$ cat src/rtl/shared_bus_pkg.sv
// rtl/shared_bus_pkg.sv - shared types, widths and the round-robin pick helper for the shared bus arbiter
//
// Contents:
//   state_t      - arbiter FSM states (TURN used only with SHARED_BUS_TURNAROUND_EN)
//   pick_t       - result of a round-robin search: found flag + winner index
//   owner_width  - width of an owner index for a given master count
//   rr_pick      - cyclic first-set search starting at a pointer
package shared_bus_pkg;

    typedef enum logic [1:0] {
        IDLE  = 2'd0,
        GRANT = 2'd1,
        TURN  = 2'd2
    } state_t;

    // Upper bound on masters handled by rr_pick; request vectors are zero-extended to it.
    localparam int MAX_MASTERS = 32;
    localparam int PICK_W      = 5;

    typedef struct packed {
        logic              found;
        logic [PICK_W-1:0] idx;
    } pick_t;

    function automatic int owner_width(input int n);
        return (n > 1) ? $clog2(n) : 1;
    endfunction

    // First requesting index at or after ptr, wrapping at n. ptr must be < n.
    function automatic pick_t rr_pick(input logic [MAX_MASTERS-1:0] req,
                                      input int                     n,
                                      input int                     ptr);
        pick_t p;
        int    idx;
        p = '0;
        for (int k = 0; k < MAX_MASTERS; k++) begin
            if (k < n) begin
                idx = ptr + k;
                if (idx >= n) begin
                    idx = idx - n;
                end
                if (!p.found && req[idx]) begin
                    p.found = 1'b1;
                    p.idx   = idx[PICK_W-1:0];
                end
            end
        end
        return p;
    endfunction

endpackage

$ cat src/rtl/rr_arbiter.sv
// rtl/rr_arbiter.sv - combinational cyclic-priority pick from a request vector and a rotating pointer
//
// Ports:
//   req    in  [N-1:0]  request vector
//   ptr    in  [W-1:0]  index with highest priority this cycle
//   winner out [W-1:0]  first requesting index at or after ptr (cyclic); 0 when none
//   found  out          at least one request is set
module rr_arbiter
    import shared_bus_pkg::*;
#(
    parameter int N = 4,
    parameter int W = 2
) (
    input  logic [N-1:0] req,
    input  logic [W-1:0] ptr,
    output logic [W-1:0] winner,
    output logic         found
);

    logic [MAX_MASTERS-1:0] req_ext;
    pick_t                  pick;

    always_comb begin
        req_ext        = '0;
        req_ext[N-1:0] = req;
        pick           = rr_pick(req_ext, N, int'(ptr));
        found          = pick.found;
        winner         = W'(pick.idx);
    end

endmodule

$ cat src/rtl/shared_bus_arbiter.sv
// rtl/shared_bus_arbiter.sv - round-robin owner arbitration with max-hold release driving a registered shared bus
//
// Optional feature macro: SHARED_BUS_TURNAROUND_EN (one idle TURN cycle on every release).
//
// Ports:
//   clk        in   rising-edge clock
//   rst_n      in   asynchronous active-low reset
//   req        in   [N_MASTERS-1:0]         per-master level-held request
//   wdata      in   [N_MASTERS*DATA_W-1:0]  master i drives bits [i*DATA_W +: DATA_W]
//   gnt        out  [N_MASTERS-1:0]         one-hot grant, zero when no owner
//   bus_owner  out  [$clog2(N_MASTERS)-1:0] current owner index, valid while |gnt
//   bus_data   out  [DATA_W-1:0]            registered bus value (lags gnt by one cycle)
//   bus_valid  out                          bus_data carries owner data
module shared_bus_arbiter
    import shared_bus_pkg::*;
#(
    parameter int N_MASTERS = 4,
    parameter int DATA_W    = 8,
    parameter int MAX_HOLD  = 4
) (
    input  logic                          clk,
    input  logic                          rst_n,
    input  logic [N_MASTERS-1:0]          req,
    input  logic [N_MASTERS*DATA_W-1:0]   wdata,
    output logic [N_MASTERS-1:0]          gnt,
    output logic [$clog2(N_MASTERS)-1:0]  bus_owner,
    output logic [DATA_W-1:0]             bus_data,
    output logic                          bus_valid
);

    localparam int OW = owner_width(N_MASTERS);

    // With MAX_HOLD=0 the counter only needs to saturate, so a small width is enough.
    localparam int HOLD_W = (MAX_HOLD == 0) ? 2 : $clog2(MAX_HOLD + 1);
    localparam logic [HOLD_W-1:0] HOLD_LIMIT = HOLD_W'(MAX_HOLD);
    localparam logic [OW-1:0]     LAST_IDX   = OW'(N_MASTERS - 1);

    state_t              state_q, state_d;
    logic [OW-1:0]       rr_ptr_q, rr_ptr_d;
    logic [HOLD_W-1:0]   hold_q, hold_d;
    logic [N_MASTERS-1:0] gnt_d;
    logic [OW-1:0]       owner_d;

    logic [OW-1:0]       win;
    logic                win_found;
    logic                do_grant;
    logic                owner_req;
    logic                hold_ok;
    logic                bus_hit;
    logic [DATA_W-1:0]   owner_wdata;

    rr_arbiter #(
        .N (N_MASTERS),
        .W (OW)
    ) u_rr_arbiter (
        .req    (req),
        .ptr    (rr_ptr_q),
        .winner (win),
        .found  (win_found)
    );

    assign owner_req   = req[bus_owner];
    assign hold_ok     = (MAX_HOLD == 0) || (hold_q < HOLD_LIMIT);
    assign bus_hit     = gnt[bus_owner] && req[bus_owner];
    assign owner_wdata = wdata[bus_owner*DATA_W +: DATA_W];

    always_comb begin
        state_d  = state_q;
        rr_ptr_d = rr_ptr_q;
        hold_d   = hold_q;
        gnt_d    = gnt;
        owner_d  = bus_owner;
        do_grant = 1'b0;

        case (state_q)
            IDLE: begin
                gnt_d    = '0;
                do_grant = win_found;
            end
            GRANT: begin
                if (owner_req && hold_ok) begin
                    if (hold_q != {HOLD_W{1'b1}}) begin
                        hold_d = hold_q + 1'b1;
                    end
                end else begin
`ifdef SHARED_BUS_TURNAROUND_EN
                    state_d = TURN;
                    gnt_d   = '0;
                    hold_d  = '0;
`else
                    // Back-to-back handover; rr_ptr already points past the
                    // owner, so a forced-released owner only wins when alone.
                    state_d  = IDLE;
                    gnt_d    = '0;
                    hold_d   = '0;
                    do_grant = win_found;
`endif
                end
            end
`ifdef SHARED_BUS_TURNAROUND_EN
            TURN: begin
                state_d  = IDLE;
                gnt_d    = '0;
                do_grant = win_found;
            end
`endif
            default: begin
                state_d = IDLE;
                gnt_d   = '0;
                hold_d  = '0;
            end
        endcase

        if (do_grant) begin
            state_d  = GRANT;
            gnt_d    = N_MASTERS'(1) << win;
            owner_d  = win;
            hold_d   = HOLD_W'(1);
            rr_ptr_d = (win == LAST_IDX) ? '0 : win + 1'b1;
        end
    end

    always_ff @(posedge clk or negedge rst_n) begin
        if (!rst_n) begin
            state_q   <= IDLE;
            rr_ptr_q  <= '0;
            hold_q    <= '0;
            gnt       <= '0;
            bus_owner <= '0;
            bus_data  <= '0;
            bus_valid <= 1'b0;
        end else begin
            state_q   <= state_d;
            rr_ptr_q  <= rr_ptr_d;
            hold_q    <= hold_d;
            gnt       <= gnt_d;
            bus_owner <= owner_d;
            // The bus follows the grant held during this cycle, hence the one-cycle lag.
            if (bus_hit) begin
                bus_data  <= owner_wdata;
                bus_valid <= 1'b1;
            end else begin
                bus_data  <= '0;
                bus_valid <= 1'b0;
            end
        end
    end

endmodule
$ cat config.mk
export PLATFORM = sky130hd
export DESIGN_NAME = shared_bus_arbiter
export DESIGN_NICKNAME = d
export VERILOG_FILES = /design/src/rtl/shared_bus_pkg.sv /design/src/rtl/rr_arbiter.sv /design/src/rtl/shared_bus_arbiter.sv
export SDC_FILE = /design/constraint.sdc
export NUM_CORES = 1
export LEC_CHECK = 0
export CAP_MARGIN = 20
export CORE_MARGIN = 2
export CORE_UTILIZATION = 44
export DETAILED_ROUTE_END_ITERATION = 10
export PLACE_DENSITY = 0.89
export RECOVER_POWER = 100
export SYNTH_ARGS = -nofsm -noshare
export SYNTH_HDL_FRONTEND = slang
export SYNTH_SLANG_ARGS = --single-unit
$ cat constraint.sdc
create_clock -name clk -period 2.75 [get_ports clk]
set_input_delay 0.6875 -clock clk [delete_from_list [all_inputs] [get_ports clk]]
set_output_delay 0.6875 -clock clk [all_outputs]
set_load 0.005 [all_outputs]
Fig. 1: clock nets
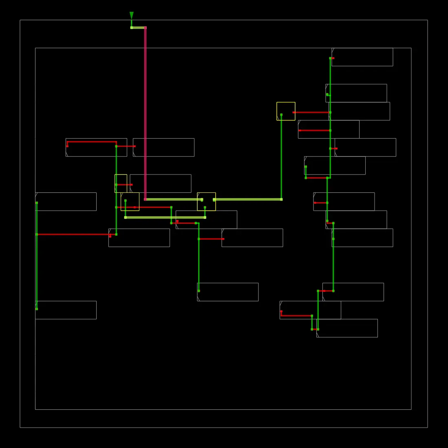
count of flip-flops and latches: 21
Sink Count: 21
clk_skew: 0.001115 ns
clkbuf count: 3
Clock Latency Late Sink: 0.30 ns

Fig. 2: clock network drawn from the DEF
Scale bar: 20 um.
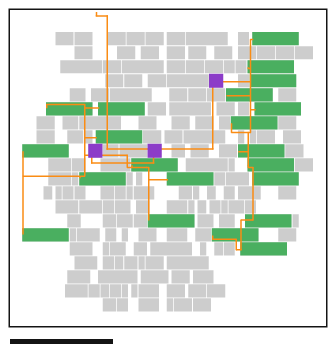
[orange] clock wires | length: 232 um
[purple] clock drivers | count: 3
[green] flip-flops | count: 21
routed clock nets	4

==> impl_metrics.tcl <==
# place-and-route summary
set metrics [dict create \
    clock_tree_area_fraction 0.01325 \
    numCtsBuffers 3 \
    cts_repair_resize_count 0 \
    grt.overflow.total 0 \
    min-delay-path-class "reg -> reg" \
    largest_class "multi-input combinational cells" \
    buffers_inverters_on_critical_path 1 \
    non_clock_buffer_area_share 0.2902 \
    fin_crit_sh 0.9377 \
    avgSynthCellArea_um2 12.47 \
    fin_tns_setup_ns 0 \
    layout.non_clock_inverters 6 \
    power.total_uw 2256 \
    layoutNonFillerInstCount 223 \
    crit_path_start_kind "primary input" \
    placement.io_buffers 52 \
    synth_nets 165 \
    ioPinCount 53 \
    crit_path_cell_trace "clkdlybuf4s50_1, mux4_2, and2_0, o21ai_2, xnor2_1, and2_1, ha_1, nand2b_1, o22ai_1" \
    drt-pass1-iter-count 4 \
    cp_data_arrival_time_ns 2.77 \
    p_int_uw 1331 \
    power_frac_clock 0.065 \
    post_synth_most_frequent_cells "dfrtp_1 (21), ha_1 (11), mux4_2 (11)" \
    yosys.area_share.xor_xnor 0.006055 \
    finalInstanceArea_mm2 0.002078 \
    total_leakage_power_uw 0.0009687 \
    floorplan.initialDensity 0.4699 \
    post-cts-setup-buffers 0 \
    run_status "finished, final reports clean" \
    cts_tree "yes" \
    drv_slew 0 \
    largest_cells_by_area_after_synthesis "dfrtp_1 (36%), mux4_2 (17%), ha_1 (9.5%)" \
    top_power_group "combinational cells" \
    floorplan.rows 20 \
    reg2reg_setup_slack_ns 0.37 \
    nFillCells 238 \
    place.gp.congestion 0.8134 \
    detailroute.wirelength.met3_um 150 \
    area.growth.synth_to_final_pct 43.68 \
    clk-power_uw 147 \
    routed_wirelength_mm 3.726 \
    p_sw_frac 0.4099 \
    maxSlewHeadroom 0.2489 \
    yosys_warnings 0 \
    synth.yosys.num_cells 116 \
    worst_hold_path.num_cells 1 \
    place_worst_setup_slack_ns -0.1335 \
    dp_hpwl_mm 3.066 \
    yosysChipArea_mm2 0.001446 \
    most-common-layout-cells "clkdlybuf4s50_1 (37), dfrtp_1 (21), dlygate4sd3_1 (15)" \
    dp.cells 219 \
    synth_largest_type_area_fraction 0.3633 \
    period_minus_slack_ns 2.579 \
    synth-adder-area-share 0.09516 \
    share_of_flip_flops_with_an_asynchronous_set_or_reset_after_synthesis 1.000 \
    comb_cells 83 \
    initial_antenna_violation_count 0 \
    logic_area_um2 844.6 \
    post_synth_and_or_nand_nor_area_fraction 0.1151 \
    cp_slowest_stage_delay_ns 0.52 \
]
Fig. 3: selected gate families
Scale bar: 20 um.
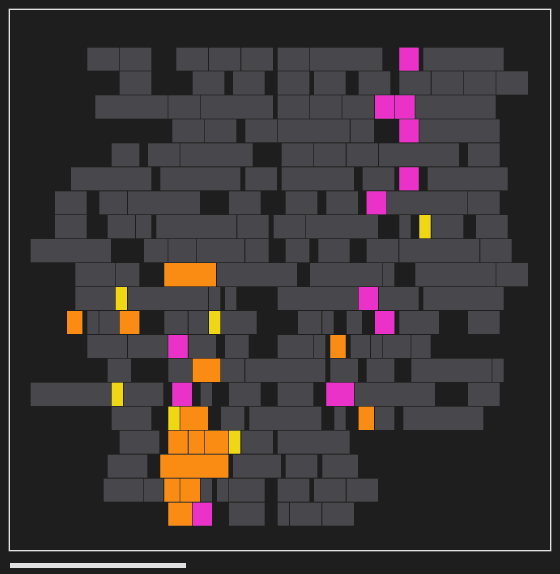
colour	family	cells	most used
magenta	and/or cells	12	and3_1
yellow	inv cells	6	inv_1
orange	aoi and oai cells	14	o21ai_0

Fig. 4: placed cells, one colour a class
Scale bar: 20 um.
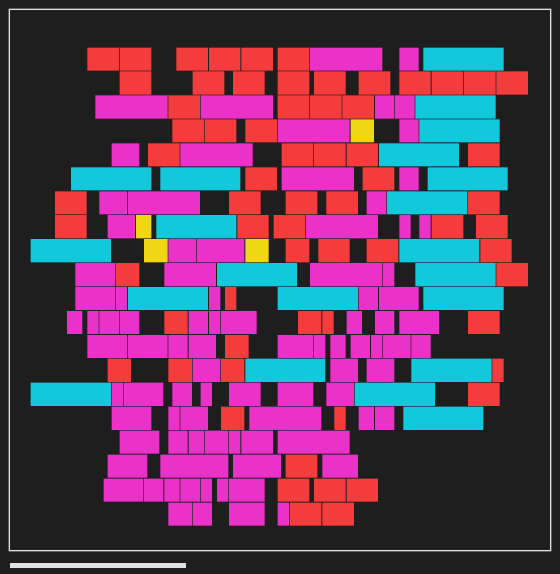
colour	class	cells
magenta	combinational and other logic	89
red	remaining buffers and delay cells	65
yellow	clock drivers and dummy loads	4
cyan	sequential cells	21

